==> config.mk <==
export PLATFORM = sky130hd
export DESIGN_NAME = mp3_data_rx
export DESIGN_NICKNAME = d
export VERILOG_FILES = /design/src/rtl/mp3_data_rx.sv
export SDC_FILE = /design/constraint.sdc
export NUM_CORES = 1
export LEC_CHECK = 0
export CAP_MARGIN = 30
export CELL_PAD_IN_SITES_DETAIL_PLACEMENT = 1
export CELL_PAD_IN_SITES_GLOBAL_PLACEMENT = 2
export CORE_MARGIN = 1
export CORE_UTILIZATION = 43
export DETAILED_ROUTE_END_ITERATION = 10
export PLACE_DENSITY_LB_ADDON = 0.12
export SETUP_SLACK_MARGIN = 0.1
export SLEW_MARGIN = 20
export SYNTH_ARGS = -nofsm -noshare
export SYNTH_HDL_FRONTEND = slang
export SYNTH_SLANG_ARGS = --single-unit
==> constraint.sdc <==
create_clock -name clk -period 4 [get_ports clk]
set_input_delay 0.8 -clock clk [delete_from_list [all_inputs] [get_ports clk]]
set_output_delay 0.8 -clock clk [all_outputs]
set_load 0.01 [all_outputs]
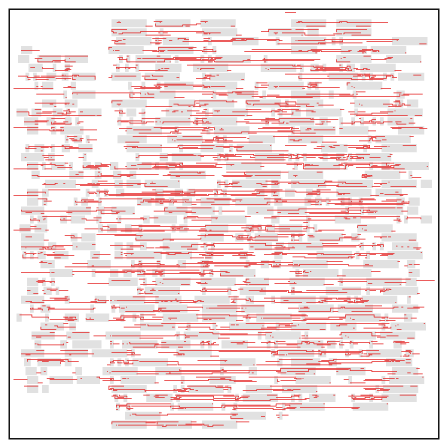
**Above:** met1 routing.
nets with wire on the layer: 565
main direction: horizontal
wire length on this layer: 7440 um
routed via count: 4321
GR Layer Usage met1: 28.8%

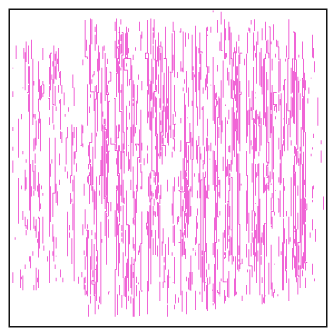
**Above:** signal wires on met2.
main direction: vertical
share of all routed wire: 50%
nets with wire on the layer: 533
global-route track usage on met2: 37.6%
total detailed-routing wirelength: 17400 um

==> flow_summary.ini <==
; physical design summary
[status]
outcome = finished, final reports clean

[worst_setup_path]
critical_path_cell_count = 5
r2r_slack_ns = 0.86
cp_cell_sequence = buf_12 > mux4_2 > a22oi_1 > nand2_1 > clkdlybuf4s50_1
cell_family_with_most_cp_delay = buffers and inverters
cell_with_the_biggest_individual_delay_on_the_critical_path = dfxtp_2
cp-end-kind = primary output
number_of_cells_on_the_worst_reg_to_reg_path = 13
worst-path-buf-inv = 2
worstSetupPathType = register to primary output
crit_path_max_fanout = 13
worst_setup_path_start_kind = register
cp_slowest_stage_delay_ns = 0.71
timing.critical_path.required_ns = 3.20
critPathArrivalTime_ns = 2.75

[synth]
synthesized_cell_area_um2 = 7100
yosys_area_um2 = 7100
ys_cells = 548
synth_area_per_cell_um2 = 13.0
synth_sequential_area_ratio_pct = 63.7
synthesis.yosys.warnings = 0
floorplan.nets = 568
synthCells = 548
number_of_different_library_cells_in_the_post_synthesis_netlist = 35
numSynthFlops = 162

[detailed_routing]
routedWlPerCell_um = 22.0
route.met3.wl_um = 981
dr.first_iter.drc_count = 295
drt_pre_antenna_iters = 4
route.top_layer_used = met4
post-route-drc-count = 0
detail_route.vias_per_cell = 5.45
route.met2.wl_um = 8770
drt-met1-wl_um = 7440
final_antenna_net_count = 0

[clock_network]
cts_made_buffers = 17
cts_htree_levels = 4
clock_sink_count = 162
ctsLongestPathBuffers = 2
post_cts_resized = 0
tritoncts = built
clkSlewWorstSetupHoldPaths_ns = 0.06
post_cts.repair.setup_buffers = 0
cts.root.buffer_cell = clkbuf_16
cts.hold.buffers_added = 0
source_to_sink_clock_delay_at_the_later_pin_of_the_worst_skew_pair_ns = 0.43

[cells_and_area]
area_growth_syn_to_layout_pct = 14.1
antenna_cells = 0
layout.cells.non_filler = 793
num-fill-cells = 1642
finish.net_count = 584
fraction_of_layout_cells_with_a_size_suffix_above_1_pct = 13.9
largest_register_ff_count = 128
design_area_um2 = 8110
postLayoutCoreUtil_pct = 50.7

[power_and_ir_drop]
power_leakage_nw = 2.69
power_density_nw_per_um2 = 561
ir_worst_vdd_uv = 341

[job]
max_cap_violations = 0
warnings = 27

[placed_design]
dp.cells = 759
port-buffer-count = 23
hpwlAfterDp_um = 10900
gp_congestion = 0.734
postPlaceCellArea_um2 = 7500

[grt]
grt_util_all_layers_pct = 22.3
grt_first_pass_wirelength_um = 26500
grt_overflow = 0
grt_start_max_net_pins = 44
antenna_found_initial = 0
grt_pass1_vias = 4550

[floorplanning]
chipHeight_um = 131
chip_area_um2 = 17000
chip_width_um = 131
core-area_um2 = 16000
floorplanUtilization_pct = 44.4
core.rowCount = 46
num_io_pins = 24

[worst_hold_path]
hold_class = register to register
worst_hold_path.num_cells = 1

[final_timing]
tightest_slew_ns = 0.996
timing.final.crit_period_ns = 3.55
report.final.setup_viol = 0
fmax_mhz = 281
timing.max_slew.rel_slack_pct = 33.4
report.final.slew_viol_count = 0
clock-skew-final_ns = 0.00709
period_used_pct = 88.8
timing_hold_violations_final = 0
grt_setup_unrepaired = no
fin_setup_tns_ns = 0
-- layout by cell type, fill, tap and decap left out, types with 2 or more instances in the layout --
cell type | netlist | layout
nor2_1 | 154 | 154
edfxtp_1 | 128 | 128
nand2_1 | 42 | 42
dfxtp_1 | 34 | 33
mux4_2 | 32 | 32
a22oi_1 | 25 | 25
clkdlybuf4s50_1 | 0 | 22
a21o_1 | 18 | 18
nor2b_1 | 17 | 17
clkbuf_16 | 0 | 17
inv_1 | 12 | 12
ha_1 | 12 | 12
buf_4 | 7 | 10
xor2_1 | 4 | 4
clkinv_2 | 0 | 4
and2_1 | 3 | 3
nand2b_1 | 3 | 3
nor3_1 | 3 | 3
or3_1 | 3 | 3
xnor2_1 | 3 | 3
bufinv_16 | 0 | 3
clkinvlp_4 | 0 | 3
a21oi_1 | 2 | 2
nand3_1 | 2 | 2
a32oi_1 | 2 | 2
clkinv_1 | 0 | 2
clkinv_4 | 0 | 2
buf_12 | 0 | 2
-- area by class of cell --
type,count,area (um^2),area share (%)
Inverter,12,45.0,0.556
Clock inverter,15,166,2.05
Sequential cell,162,4530,55.8
Timing Repair Buffer,35,340,4.20
Clock buffer,17,425,5.25
Multi-Input combinational cell,336,2330,28.8
Tap cell,216,270,3.33
-- where the power goes --
part	switching (mW)	internal, mW	total, mW
Combinational	0.423	0.492	0.915
Clock	0.667	0.975	1.64
Sequential	0.0834	1.91	1.99
Total	1.17	3.38	4.55
-- cells by family (layout without fill, tap and decap cells) --
| group | count (synthesis) | in the layout | share of synthesized area, % |
|---|---|---|---|
| simple gates | 231 | 231 | 13.5 |
| flops | 162 | 162 | 63.7 |
| compound gates | 51 | 51 | 5.64 |
| buf+inv | 50 | 79 | 3.49 |
| mux | 34 | 34 | 10.4 |
| fa+ha+maj | 13 | 13 | 2.40 |
| xor+xnor | 7 | 7 | 0.863 |
-- cells in the mapped netlist --
cell type  number  area (um^2)
nor2_1        154          578
edfxtp_1      128         3840
nand2_1        42          158
dfxtp_1        34          681
mux4_2         32          721
a22oi_1        25          188
a21o_1         18          135
clkbuf_1       17         63.8
nor2b_1        17          106
ha_1           12          150
inv_1          12         45.0
buf_2           9         45.0
buf_4           7         52.6
xor2_1          4         35.0
and2_1          3         18.8
buf_6           3         33.8
nand2b_1        3         18.8
nor3_1          3         15.0
or3_1           3         18.8
xnor2_1         3         26.3
a21oi_1         2         10.0
a32oi_1         2         17.5
buf_1           2         7.51
nand3_1         2         10.0
and3_1          1         6.26
and4bb_2        1         12.5
fa_1            1         20.0
mux2_2          1         11.3
mux2i_1         1         10.0
o21ai_1         1         5.00
o21bai_1        1         7.51
o221a_2         1         11.3
o311ai_4        1         26.3
or3b_1          1         8.76
or4_1           1         7.51
-- through the flow --
stage          hold slack (ns)  setup slack [ns]  total power, mW
3_5_place_dp             0.426             0.488             2.96
5_1_grt                  0.450             0.295             4.73
6_report                 0.434             0.447             4.55
4_1_cts                  0.438             0.387             4.60
2_1_floorplan            0.414              1.02             2.60
3_3_place_gp             0.419             0.557             2.94
-- layer usage --
layer	GRT usage, %	up-vias
li1	-	1987
met1	28.8	2209
met2	37.6	110
met3	4.89	15
met4	7.30	0
met5	0	-
No activity file was given, so power comes from the tool's default toggle rates.
